Fig. 1: run 1, clock network drawn from the DEF
Scale: 4 px per um.
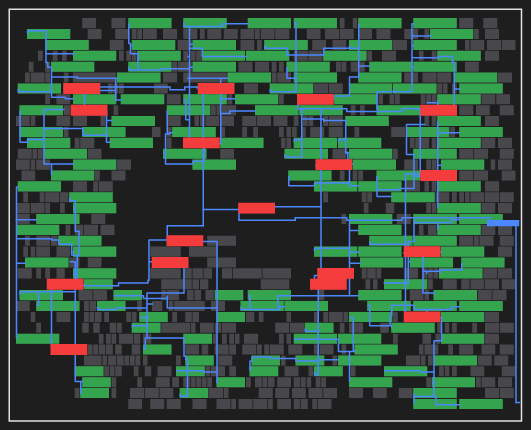
Fig. 2: run 1, signal wires on met2
Scale: 3 px per um. Cells faint in the background.
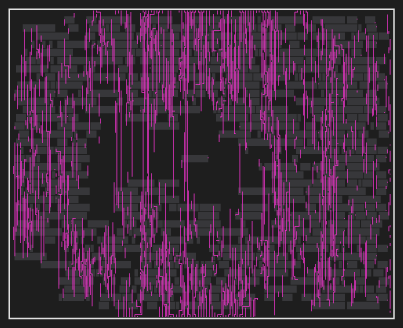
Fig. 3: run 1, clock wiring as the flow saved it
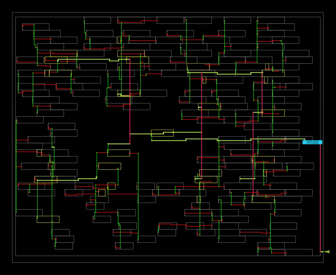
Fig. 4: run 1, pin placement
Scale: 2 px per um. Pins as bars across the die edge, other pins in gray.
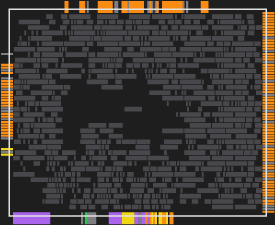
## src/rtl/icr_mem_responder.sv

```systemverilog
// I-cache refill responder: fetches one 4-word line from a synchronous memory
// and presents it as a single 128-bit beat followed by a finish pulse.
module icr_mem_responder #(
  parameter int MWIDTH = 14
) (
  input  logic              clk,
  input  logic              rst,
  input  logic              icr_start_rq,
  input  logic [31:0]       ic_rin_addr,
  input  logic              rq_cancel,
  output logic [127:0]      rdat_m_data,
  output logic              ic_rdat_m_valid,
  output logic              ic_finish_mrd,
  output logic              rq_busy,
  output logic              rq_ovr,
  output logic              mem_ren,
  output logic [MWIDTH-1:0] mem_radr,
  input  logic [31:0]       mem_rdata
);

  typedef enum logic [2:0] {
    IDLE = 3'd0,
    RD   = 3'd1,
    WAIT = 3'd2,
    RESP = 3'd3,
    FIN  = 3'd4
  } state_t;

  state_t            state_q;
  logic [MWIDTH-3:0] line_q;
  logic [1:0]        beat_q;
  logic              ovr_q;
  logic              cap_vld_q;
  logic [1:0]        cap_lane_q;
  logic [31:0]       lane_q [4];

  // Offset within the line and address bits beyond the memory are don't-care.
  logic unused_addr;
  assign unused_addr = ^{ic_rin_addr[31:MWIDTH+2], ic_rin_addr[3:0]};

  always_ff @(posedge clk) begin
    if (rst) begin
      state_q    <= IDLE;
      line_q     <= '0;
      beat_q     <= '0;
      ovr_q      <= 1'b0;
      cap_vld_q  <= 1'b0;
      cap_lane_q <= '0;
    end else begin
      // Memory data lags the read by one cycle; a cancel drops it.
      cap_vld_q  <= (state_q == RD) && !rq_cancel;
      cap_lane_q <= beat_q;

      if (icr_start_rq && state_q != IDLE) begin
        ovr_q <= 1'b1;
      end

      if (rq_cancel && state_q != IDLE) begin
        state_q <= IDLE;
        beat_q  <= '0;
      end else begin
        case (state_q)
          IDLE: begin
            if (icr_start_rq && !rq_cancel) begin
              state_q <= RD;
              line_q  <= ic_rin_addr[MWIDTH+1:4];
              beat_q  <= '0;
            end
          end
          RD: begin
            beat_q <= beat_q + 2'd1;
            if (beat_q == 2'd3) begin
              state_q <= WAIT;
            end
          end
          WAIT:    state_q <= RESP;
          RESP:    state_q <= FIN;
          FIN:     state_q <= IDLE;
          default: state_q <= IDLE;
        endcase
      end
    end
  end

  // Each 32-bit lane is only rewritten by its own beat, so the previous line
  // stays visible until the matching beat of the next request lands.
  generate
    for (genvar gi = 0; gi < 4; gi++) begin : g_lane
      always_ff @(posedge clk) begin
        if (rst) begin
          lane_q[gi] <= '0;
        end else if (cap_vld_q && !rq_cancel && cap_lane_q == 2'(gi)) begin
          lane_q[gi] <= mem_rdata;
        end
      end
      assign rdat_m_data[32*gi +: 32] = lane_q[gi];
    end
  endgenerate

  assign rq_busy         = (state_q != IDLE);
  assign mem_ren         = (state_q == RD);
  assign mem_radr        = {line_q, beat_q};
  assign ic_rdat_m_valid = (state_q == RESP);
  assign ic_finish_mrd   = (state_q == FIN);
  assign rq_ovr          = ovr_q;

endmodule
```

## config.mk

```make
export PLATFORM = sky130hd
export DESIGN_NAME = icr_mem_responder
export DESIGN_NICKNAME = d
export VERILOG_FILES = /design/src/rtl/icr_mem_responder.sv
export SDC_FILE = /design/constraint.sdc
export NUM_CORES = 1
export LEC_CHECK = 0
export ABC_AREA = 1
export CAP_MARGIN = 10
export CORE_ASPECT_RATIO = 0.8
export CORE_UTILIZATION = 44
export CTS_CLUSTER_SIZE = 40
export DETAILED_ROUTE_END_ITERATION = 7
export PLACE_DENSITY = 0.8
export SLEW_MARGIN = 0
export SYNTH_ARGS = -nofsm -noshare
export SYNTH_HDL_FRONTEND = slang
export SYNTH_SLANG_ARGS = --single-unit
```

## constraint.sdc

```tcl
create_clock -name clk -period 2.5 [get_ports clk]
set_input_delay 0.5 -clock clk [delete_from_list [all_inputs] [get_ports clk]]
set_output_delay 0.5 -clock clk [all_outputs]
set_load 0.01 [all_outputs]
```

==> impl_metrics.json, run 1 <==
{
  "path_class": "reg2out",
  "min-delay-start": "beat_q[1]",
  "hold_end": "cap_lane_q[1]",
  "grt_usage_pct": 22.3,
  "worstPathArrival_ns": 1.79,
  "synth_area_mm2": 0.00556,
  "ys_cells": 420,
  "max-cap-violations": 0,
  "grt_pass1_vias": 3939,
  "htree_levels": 4,
  "top_regs": "lane_q (128), line_q (12), state_q (3)",
  "hp-class": "reg2reg",
  "busiest_layer": "met2",
  "worst-path-max-fanout": 6,
  "final_cell_area_mm2": 0.00824,
  "finalCriticalPeriod_ns": 2.29,
  "dr.first_iter.drc_count": 207,
  "max_slew.worst_pin.slew_ns": 0.697,
  "power.density_mw_per_mm2": 719,
  "root_buffer": "clkbuf_16",
  "critPathLaunchType": "flip-flop",
  "ys_seq_share_pct": 76.7,
  "path_buffers": 3,
  "cp-end-kind": "output port",
  "vdd_drop_max_mv": 0.551,
  "regMostFlops": "lane_q",
  "cts_tree": "built",
  "post_cts_buffers": 0,
  "critPathRequiredTime_ns": 2.00,
  "fmax_ghz": 0.436,
  "max_stage_delay_ns": 0.57,
  "finalClockPeriodUsage_pct": 91.6,
  "r2r_end": "lane_q[0][16]",
  "area_leaders": "edfxtp_1 69%, nor2_1 10%, dfxtp_1 7.6%",
  "placed_area_mm2": 0.00769,
  "ys.flops": 149,
  "gr-total-overflow": 0,
  "std_cell_rows": 36,
  "max-slew-margin-rel_pct": 53.5,
  "floorplan.core_util_pct": 45.4,
  "clock-sinks": 149,
  "p_leak_uw": 0.00323,
  "warnings": 46,
  "ant_nets": 0,
  "cp.depth": 4,
  "rsz0062_at_grt": "no",
  "hold_violations": 0,
  "clk_pin_slew_worst_paths_ns": 0.06,
  "syn2layout_area_growth_pct": 48.1,
  "fin_setup_tns_ns": 0,
  "largest_register_ffs": 128,
  "place_hpwl_um": 9230,
  "first_pass_iters": 4,
  "antenna_found_initial": 0,
  "synthArstFlopShare_pct": 0,
  "synth_cell_type_count": 19,
  "synth-edff-count": 128,
  "ctsHoldBuffers": 0,
  "ys_warn_count": 0,
  "synth_chip_area_mm2": 0.00556,
  "drc": 0,
  "netlist_instances": 420,
  "grt_max_degree": 33,
  "status": "finished, final reports clean",
  "ff_type": "edfxtp_1",
  "p_int_uw": 4600,
  "die_w_um": 128,
  "grt_pass1_wl_um": 21000,
  "gp_congestion": 0.758,
  "clockBufferDepth": 2,
  "holdPathStages": 2,
  "switching_power_uw": 1330,
  "met1_usage_pct": 26.2,
  "yosysTopAreaCell": "edfxtp_1",
  "slew_viol_final": 0,
  "worst_setup_path_startpoint": "state_q[1]",
  "total_power_uw": 5930,
  "r2r_slack_ns": 0.78,
  "r2r_start": "cap_lane_q[0]",
  "coreArea_mm2": 0.0123,
  "syn_area_per_cell_um2": 13.2,
  "avgViaCountPerCell": 4.76,
  "combPwrFrac_pct": 11.3,
  "setup_viol": 0,
  "pin_count": 215,
  "power_frac_seq_pct": 48.5,
  "cp_common_cell": "inv_1",
  "yosysTopAreaCellShare_pct": 69.1,
  "holdWs_ns": 0.472,
  "drive_gt1_share_pct": 9.11,
  "crit_family": "buffers and inverters"
}
## Picture notes: Fig. 1
[green] flip-flops | count: 149
[blue] clock wires | length: 1730 um
[red] clock-net drivers | count: 17
routed clock nets	18
Clock Power: 2390 uW
clock power share: 40.3%

## Picture notes: Fig. 2
nets with wire on the layer	598
main direction	vertical
longest straight run	51.7 um
share of all routed wire	49%
wire length on this layer	6870 um
Via Count: 3850
met2 GRT Util: 37.3%
final wirelength: 14000 um

## Picture notes: Fig. 3
flop count: 149
Max Clock Skew: 0.00399 ns
Clock Latency Late Sink: 0.41 ns
TritonCTS Buffers: 17

## Picture notes: Fig. 4
color	port	pins	direction	edge
green	rst	1	input	south
orange	rdat_m_data	128	output	60 east, 41 north, 20 west, 7 south
yellow	mem_radr	14	output	12 south, 2 west
purple	ic_rin_addr	32	input	south
all pins by edge	74 east, 60 south, 50 north, 31 west
Buffers on Ports: 194
DIE HEIGHT: 103 um

-- run 1: power groups by stage --
stage	logic [uW]	registers [uW]	clock network (uW)
after floorplan	204	2980	0
after global placement	653	2920	0
after detailed placement	669	2920	0
after CTS	673	2870	2420
after global routing	719	2880	2510
final	667	2870	2390
-- run 1: cell usage in the layout (no fill, tap or decap), types with 3 or more instances in the layout --
cell type        instances
a21oi_1                  4
o21ai_0                 12
nor2_2                  13
inv_1                   44
clkbuf_1                 3
nand2_2                  4
edfxtp_1               128
clkdlybuf4s50_1        194
nor2_1                 148
buf_12                   6
nand2_1                  9
clkinv_1                 3
clkinv_2                 3
nand4_4                  4
dfxtp_1                 21
clkbuf_16               17
nand3_1                 10
-- run 1: per-stage QoR --
stage / setup WS, ns / std cells
global placement: 0.136 / 777
finish: 0.209 / 808
floorplan: 0.554 / 420
CTS: 0.204 / 808
detailed placement: 0.0687 / 777
global route: 0.0685 / 808
-- run 1: area by class of cell --
| type | count | area [um2] |
|---|---|---|
| clock buffers | 20 | 437 |
| clock inverters | 11 | 110 |
| well taps | 171 | 214 |
| multi-input cells | 209 | 963 |
| fillers | 915 | 4010 |
| inverters | 46 | 175 |
| flip-flops and latches | 149 | 4260 |
| repair buffers | 202 | 2080 |
-- run 1: cell families (layout without fill, tap and decap cells) --
| family | count (synthesis) | in the layout | synth area share, % |
|---|---|---|---|
| adders and majority gates | 1 | 1 | 0.225 |
| AOI/OAI and AO/OA | 16 | 16 | 1.44 |
| and+or+nand+nor | 192 | 192 | 15.5 |
| buffers and inverters | 62 | 279 | 6.21 |
| DFF | 149 | 149 | 76.7 |
-- run 1: per-layer routing --
metal	share of wire [%]	vias to the layer above
met1	40	1855
met3	8.8	27
li1	-	1798
met2	49	168
met4	1.9	2
met5	0.043	-
## Run 2: what changed since run 1
GPL_ROUTABILITY_DRIVEN = 0   (was not set)
Fig. 5: run 2, clock wiring as the flow saved it
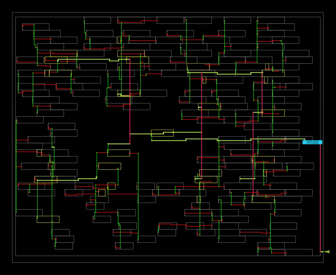
Sink Count: 149
# clk buffers: 20

Fig. 6: run 2, pin placement
Scale: 2 px per um. Pins as bars across the die edge, other pins in gray.
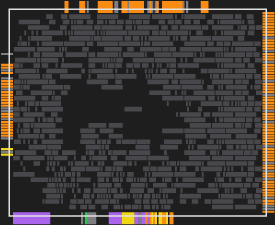
color	port	pins	direction	edge
purple	ic_rin_addr	32	input	south
green	rst	1	input	south
yellow	mem_radr	14	output	12 south, 2 west
orange	rdat_m_data	128	output	60 east, 41 north, 20 west, 7 south
all pins by edge	74 east, 60 south, 50 north, 31 west
die outline width: 128 um

==> run 2 against run 1 <==
Highest routed layer unchanged. Fmax did not move. Synthesized cell count unchanged. Via count unchanged. Critical path type unchanged. Register-to-register slack is essentially flat. Sequential share of layout area is the same. Largest power group unchanged.
==> impl_metrics.json, run 2 <==
{
  "coreArea_mm2": 0.0123,
  "hp-class": "reg2reg",
  "finalClockPeriodUsage_pct": 91.6,
  "max-slew-margin-rel_pct": 53.5,
  "synthAoiAreaFrac_pct": 1.44,
  "vdd_drop_max_mv": 0.551,
  "vias": 3850,
  "ys.flops": 149,
  "grt_usage_pct": 22.3,
  "status": "finished, final reports clean",
  "adder_share_pct": 0.225,
  "cp_common_cell": "inv_1",
  "ctsHoldBuffers": 0,
  "place_hpwl_um": 9230,
  "power.density_mw_per_mm2": 719,
  "clock_latency_ns": 0.41,
  "ant_nets": 0,
  "syn-num-nets": 489,
  "setup_viol": 0,
  "dr.first_iter.drc_count": 207,
  "max_slew.worst_pin.slew_ns": 0.697,
  "cts_tree": "built",
  "largest_register_ffs": 128,
  "slew_viol_final": 0,
  "p_leak_uw": 0.00323,
  "synth_top_cell_by_count": "nor2_1",
  "yosysTopAreaCellShare_pct": 69.1,
  "root_buffer": "clkbuf_16",
  "critPathRequiredTime_ns": 2.00,
  "std_cell_rows": 36,
  "ff_type": "edfxtp_1",
  "simple_gate_share_pct": 15.5,
  "wirelength_um": 14000,
  "clk_pin_slew_worst_paths_ns": 0.06,
  "path_buffers": 3,
  "finClkSkew_ns": 0.00399,
  "portBuffers": 194,
  "placedCellCount": 777,
  "diodes": 0,
  "fin_cells": 808,
  "rr_worst_depth": 3,
  "layout_top_cell": "clkdlybuf4s50_1",
  "crit_family": "buffers and inverters",
  "die_area_mm2": 0.0131,
  "yosysTopAreaCell": "edfxtp_1",
  "wl_per_cell_um": 17.4,
  "area_leaders": "edfxtp_1 69%, nor2_1 10%, dfxtp_1 7.6%",
  "grt_pass1_wl_um": 21000,
  "fmax_ghz": 0.436,
  "clockBufferDepth": 2,
  "grt_max_degree": 33,
  "warnings": 46,
  "drc": 0,
  "ys_warn_count": 0,
  "setup_ws_ns": 0.209,
  "nFillCells": 915,
  "min-delay-start": "beat_q[1]",
  "htree_levels": 4,
  "numCtsBuffers": 17,
  "post-place-ws_ns": 0.0687,
  "drive_gt1_share_pct": 9.11,
  "ys_top_cells_by_count": "148 x nor2_1, 128 x edfxtp_1, 44 x inv_1, 21 x dfxtp_1, 14 x buf_6",
  "max_stage_delay_ns": 0.57,
  "lay_top_cells": "194 x clkdlybuf4s50_1, 148 x nor2_1, 128 x edfxtp_1, 44 x inv_1, 21 x dfxtp_1",
  "synth_chip_area_mm2": 0.00556,
  "synth-edff-count": 128,
  "hold_violations": 0,
  "slowest_stage": "clkdlybuf4s50_1",
  "rsz0062_at_grt": "no",
  "syn_area_per_cell_um2": 13.2,
  "post_cts_buffers": 0,
  "cts-resized-gates": 0,
  "path_class": "reg2out",
  "fin_setup_tns_ns": 0,
  "worstPathArrival_ns": 1.79,
  "gr-total-overflow": 0,
  "final_nets": 694,
  "holdPathStages": 2,
  "worst-path-max-fanout": 6,
  "r2r_end": "lane_q[0][16]",
  "top_logic_kind": "simple AND/OR/NAND/NOR gates",
  "pin_count": 215,
  "critPathLaunchType": "flip-flop",
  "r2r_start": "cap_lane_q[0]",
  "synth_cell_type_count": 19,
  "finalCriticalPeriod_ns": 2.29,
  "netlist_instances": 420,
  "path_cells": "inv_1, nand3_1, inv_1, clkdlybuf4s50_1",
  "floorplan.core_util_pct": 45.4,
  "synth_area_mm2": 0.00556,
  "top_regs": "lane_q (128), line_q (12), state_q (3)",
  "ys_seq_share_pct": 76.7,
  "syn2layout_area_growth_pct": 48.1,
  "max-cap-violations": 0,
  "ys_cells": 420,
  "synthArstFlopShare_pct": 0,
  "synthMuxAreaShare_pct": 0,
  "r2r_slack_ns": 0.78,
  "first_pass_iters": 4,
  "regMostFlops": "lane_q",
  "ys_sh_xor_pct": 0,
  "cp-end-kind": "output port",
  "avgViaCountPerCell": 4.76,
  "hold_end": "cap_lane_q[1]",
  "grt_pass1_vias": 3939,
  "antenna_found_initial": 0
}
-- run 2: power breakdown --
part	switching [uW]	internal [uW]
Sequential	56.2	2820
Clock	940	1450
Combinational	332	335
-- run 2: cell families (layout without fill, tap and decap cells) --
kind of cell / after synthesis / in the layout
and+or+nand+nor: 192 / 192
AOI/OAI and AO/OA: 16 / 16
adders and majority gates: 1 / 1
buffers and inverters: 62 / 279
DFF: 149 / 149
-- run 2: layout make-up --
cell class              count  area, um2  share of cell area, %
repair buffers            202       2080                   25.2
multi-input cells         209        963                   11.7
clock inverters            11        110                   1.34
flip-flops and latches    149       4260                   51.7
well taps                 171        214                   2.60
clock buffers              20        437                   5.30
inverters                  46        175                   2.13
-- run 2: worst register-to-register path: stages (launching register included) --
cell,delay (ns)
dfxtp_1,0.39
inv_1,0.22
nand4_4,0.59
nor2_1,0.34
-- run 2: per-layer routing --
metal	GRT usage [%]	vias up	routed length, um
met2	37.3	168	6870
met3	7.58	27	1240
met5	0	-	6
met4	11.0	2	270
met1	26.2	1855	5640
li1	-	1798	-
-- run 2: per-stage QoR --
stage / hold WS, ns / total power (uW) / cell area (um2) / utilization [%]
2_1_floorplan: 0.475 / 3180 / 5560 / -
3_3_place_gp: 0.454 / 3570 / 7690 / 62.8
3_5_place_dp: 0.462 / 3590 / 7690 / 62.8
4_1_cts: 0.473 / 5970 / 8240 / 67.3
5_1_grt: 0.499 / 6110 / 8240 / 67.3
6_report: 0.472 / 5930 / 8240 / 67.3
-- run 2: how the worst max path moves through the flow --
stage | end | cells past startpoint | startpoint
after floorplan | lane_q[0][0] | 4 | rst
after global placement | lane_q[0][21] | 4 | rq_cancel
after detailed placement | lane_q[0][14] | 4 | rq_cancel
after CTS | mem_ren | 4 | state_q[1]
after global routing | mem_ren | 4 | state_q[1]
final | mem_ren | 4 | state_q[1]
No activity file was given, so power comes from the tool's default toggle rates.
